<file path="config.mk">
export PLATFORM = sky130hd
export DESIGN_NAME = dds_sweep_ctrl
export DESIGN_NICKNAME = d
export VERILOG_FILES = /design/src/rtl/dds_sweep_ctrl.sv
export SDC_FILE = /design/constraint.sdc
export NUM_CORES = 1
export LEC_CHECK = 0
export CAP_MARGIN = 20
export CORE_MARGIN = 2
export CORE_UTILIZATION = 35
export DETAILED_ROUTE_END_ITERATION = 10
export PLACE_DENSITY = 0.69
export SYNTH_ARGS = -nofsm -noshare
export SYNTH_HDL_FRONTEND = slang
export SYNTH_SLANG_ARGS = --single-unit
</file>
<file path="constraint.sdc">
create_clock -name i_clk -period 2.6 [get_ports i_clk]
set_clock_uncertainty 0.2 [all_clocks]
set_input_delay 0.39 -clock i_clk [delete_from_list [all_inputs] [get_ports i_clk]]
set_output_delay 0.39 -clock i_clk [all_outputs]
set_load 0.1 [all_outputs]
</file>
<file path="src/rtl/dds_sweep_ctrl.sv">
// Stepped-frequency sweep sequencer feeding the dds phase increment and clock enable.
// Optional macro DDS_SWEEP_LOOP_EN: restart the sweep endlessly instead of finishing.
module dds_sweep_ctrl #(
    parameter int unsigned INC_W   = 31,
    parameter int unsigned CNT_W   = 12,
    parameter int unsigned DWELL_W = 16
) (
    input  logic               i_clk,
    input  logic               reset,
    input  logic               i_start,
    input  logic               i_abort,
    input  logic [INC_W-1:0]   i_start_inc,
    input  logic [INC_W-1:0]   i_step_inc,
    input  logic [CNT_W-1:0]   i_num_steps,
    input  logic [DWELL_W-1:0] i_dwell,
    output logic [INC_W-1:0]   o_increment,
    output logic               o_ce,
    output logic               o_busy,
    output logic               o_done,
    output logic [CNT_W-1:0]   o_step_idx
);

    typedef enum logic [1:0] {StIdle, StDwell, StDone} state_e;

    state_e             state_q, state_d;
    logic [INC_W-1:0]   inc_q, inc_d;
    logic [INC_W-1:0]   step_q, step_d;
    logic [CNT_W-1:0]   idx_q, idx_d;
    logic [CNT_W-1:0]   num_q, num_d;
    logic [DWELL_W-1:0] cnt_q, cnt_d;
    logic [DWELL_W-1:0] dwell_q, dwell_d;
    logic               ce_q, ce_d;
    logic               busy_q, busy_d;
    logic               done_q, done_d;
`ifdef DDS_SWEEP_LOOP_EN
    logic [INC_W-1:0]   start_q, start_d;
`endif

    logic               start_ok;
    logic [DWELL_W-1:0] dwell_rl;

    assign start_ok = i_start & ~i_abort;
    // Counter reloads with dwell-1 and expires at zero, so a dwell of 0 behaves as 1.
    assign dwell_rl = (i_dwell == '0) ? '0 : i_dwell - DWELL_W'(1);

    always_comb begin
        state_d = state_q;
        inc_d   = inc_q;
        step_d  = step_q;
        idx_d   = idx_q;
        num_d   = num_q;
        cnt_d   = cnt_q;
        dwell_d = dwell_q;
        ce_d    = 1'b0;
        busy_d  = 1'b0;
        done_d  = 1'b0;
`ifdef DDS_SWEEP_LOOP_EN
        start_d = start_q;
`endif
        case (state_q)
            StIdle, StDone: begin
                state_d = StIdle;
                if (start_ok) begin
                    state_d = StDwell;
                    inc_d   = i_start_inc;
                    step_d  = i_step_inc;
                    idx_d   = '0;
                    num_d   = i_num_steps;
                    cnt_d   = dwell_rl;
                    dwell_d = dwell_rl;
                    ce_d    = 1'b1;
                    busy_d  = 1'b1;
`ifdef DDS_SWEEP_LOOP_EN
                    start_d = i_start_inc;
`endif
                end
            end
            StDwell: begin
                if (i_abort) begin
                    state_d = StIdle;
                end else begin
                    ce_d   = 1'b1;
                    busy_d = 1'b1;
                    if (cnt_q != '0) begin
                        cnt_d = cnt_q - DWELL_W'(1);
                    end else if (idx_q == num_q) begin
`ifdef DDS_SWEEP_LOOP_EN
                        inc_d  = start_q;
                        idx_d  = '0;
                        cnt_d  = dwell_q;
                        done_d = 1'b1;
`else
                        state_d = StDone;
                        ce_d    = 1'b0;
                        busy_d  = 1'b0;
                        done_d  = 1'b1;
`endif
                    end else begin
                        inc_d = inc_q + step_q;
                        idx_d = idx_q + CNT_W'(1);
                        cnt_d = dwell_q;
                    end
                end
            end
            default: state_d = StIdle;
        endcase
    end

    always_ff @(posedge i_clk) begin
        if (!reset) begin
            state_q <= StIdle;
            inc_q   <= '0;
            step_q  <= '0;
            idx_q   <= '0;
            num_q   <= '0;
            cnt_q   <= '0;
            dwell_q <= '0;
            ce_q    <= 1'b0;
            busy_q  <= 1'b0;
            done_q  <= 1'b0;
`ifdef DDS_SWEEP_LOOP_EN
            start_q <= '0;
`endif
        end else begin
            state_q <= state_d;
            inc_q   <= inc_d;
            step_q  <= step_d;
            idx_q   <= idx_d;
            num_q   <= num_d;
            cnt_q   <= cnt_d;
            dwell_q <= dwell_d;
            ce_q    <= ce_d;
            busy_q  <= busy_d;
            done_q  <= done_d;
`ifdef DDS_SWEEP_LOOP_EN
            start_q <= start_d;
`endif
        end
    end

    assign o_increment = inc_q;
    assign o_step_idx  = idx_q;
    assign o_ce        = ce_q;
    assign o_busy      = busy_q;
    assign o_done      = done_q;

endmodule

</file>
**Sequential cells grouped by signal name**

Drawn at 2 px/µm.
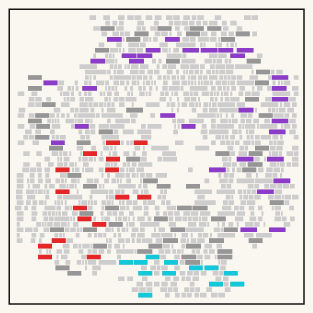
o_increment: in purple, sequential cells 31. num_q: in cyan, sequential cells 12, where south. dwell_q: in red, sequential cells 16.
Another 63 sequential cells are not coloured.
final core utilization: 54.5%
sequential power: 2.06 mW
area taken by flip-flops and latches: 2530 µm²
fraction of standard cell area that is sequential: 23.1%

**Local utilization**

Drawn at 2 px/µm. 15 x 15 tiles, from dark purple (low) to yellow (high), 0 to 100% covered.
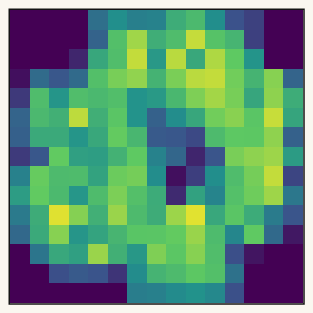
The emptiest ninth of the die: north-west. The mean over all tiles is 49%. 21% of the tiles are over 75% full. The fullest tile reaches 96%.
starting density of the core: 35.4%
Core Region: 20100 µm²

**Wires at chosen ports, followed through buffers**

Drawn at 2 px/µm.
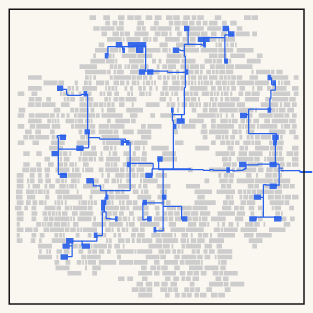
reset: in blue, direction input, end cells 59, buffers 2, wire 747 µm.
I/O Buffers: 139
Ports: 140

==> ci_impl_report.md <==
### Flow metrics

| Metric | Value |
|---|---|
| Antenna violations before repair | 0 |
| Ys Warns | 0 |
| Clock tree from TritonCTS | yes |
| Number of enable flip-flop cells | 0 |
| Highest net fanout along the worst path | 3 |
| Cells after synthesis | 864 |
| Max-area cell class | combinational gates |
| Worst Hold Launch | reset |
| Met3 Wirelength | 1170 µm |
| End point of the critical path | o_step_idx[5] |
| Max Clock Freq | 360 MHz |
| Compound-Gate Fraction of Synth Area | 28.3% |
| Slowest cell on the critical path | or4_4 |
| DIE HEIGHT | 147 µm |
| Peak supply drop | 453 µV |
| Kind of end point of the critical path | register |
| Placed instance area | 9570 µm² |
| Layout-stage area growth over the synthesis result | 53.9% |
| Vias per cell | 5.48 |
| Synth Register Bits | 122 |
| Wire length of the first global-routing pass | 37200 µm |
| Leading area contributor after synthesis | dfxtp_1 |
| Via count of the first global-routing pass | 7252 |
| Logic inverters | 15 |
| Pin count of the biggest net entering global routing | 47 |
| Quantity of gates resized following cts | 83 |
| Number of sinks driven by the clock tree | 122 |
| Result of the run | complete, but fails checks |
| Combinational logic power | 1.54 mW |
| Number of OpenROAD warnings | 31 |
| Crit path launch type | register |
| Post-Synthesis Net Count | 994 |
| Arr. time, crit path | 2870 ps |
| Wire length reported by the detailed router | 23500 µm |
| Clock period minus worst slack | 2780 ps |
| Layout cells sized above 1 | 31.1% |
| Die Footprint | 21500 µm² |
| Cell family with most CP delay | simple AND/OR/NAND/NOR gates |
| Distinct lib cells used | 64 |
| Number of iterations in the first detailed-routing pass | 8 |
| Synthesized cell area | 7120 µm² |
| Fraction of synthesis flops using an asynchronous set or reset pin | 0% |
| Internal power consumption | 4.34 mW |
| Mean cell area of the mapped netlist | 8.24 µm² |
| Leakage power | 4.60 nW |
| Clk latency late pin | 430 ps |
| Total stage count of the critical path | 10 |
| Max-slew violation count | 0 |
| Area fraction in full adders, half adders and majority gates | 6.43% |
| Hold/Removal Path Class | input port to register |
| GR Layer Usage met3 | 4.25% |
| Sum of buffers and inverters on the critical path | 2 |
| Placement Rows | 52 |
| Detail Placement HPWL | 16000 µm |
| # setup viols final | 26 |
| Pre-CTS worst setup slack | -629 ps |
| Setup ws final | -177 ps |
| Startpoint of the most critical setup path | cnt_q[7] |
| # nets final | 1222 |
| Post-cts hold buffer count | 0 |
| Starting DRT DRC Count | 460 |
| Launch point of the worst reg-to-reg path | cnt_q[7] |
| Post-synthesis cell type with the largest instance count | dfxtp_1 |
| DRC violations left | 0 |
| Total routing usage reported by global routing | 21.5% |
| XOR-XNOR Cells, Area Fraction | 7.75% |
| Hold Path Sink | o_increment[0] |
| Met1 Usage GRT | 28.4% |
| Weighted congestion at the end of routability-driven global placement | 0.897 |
| Clock network fraction of total power | 41.8% |
| NonClk Buf Share | 22.2% |
| Failing checks | negative setup slack |
| Final hold viol count | 0 |
**Clock wiring as the flow saved it**

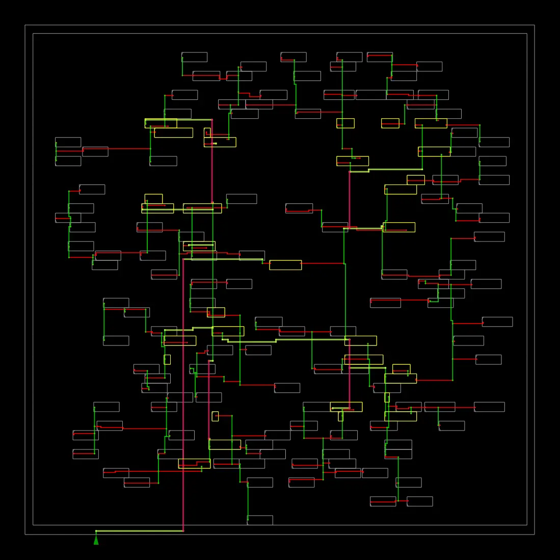
clock buffer count from CTS: 17
Clock group: 2.58 mW

**Selected gate families**

Drawn at 3 px/µm.
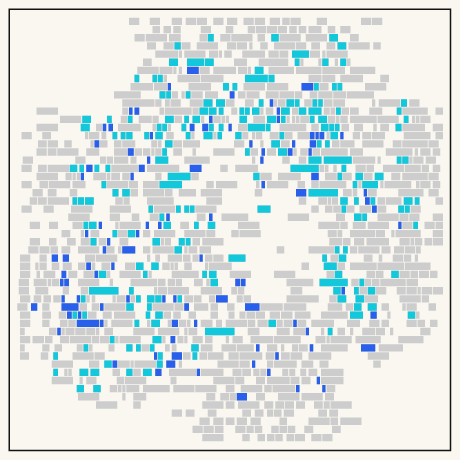
inverting AOI/OAI gates: in cyan, cells 205, most used a21oi_1. NOR gates: in blue, cells 102, most used nor2_1.
share of cell area taken by multi-input logic gates: 45.2%
final std cells w/o fill: 1375
Top cell excl fill/tap: buf_4

Power and IR drop assume default switching activity.
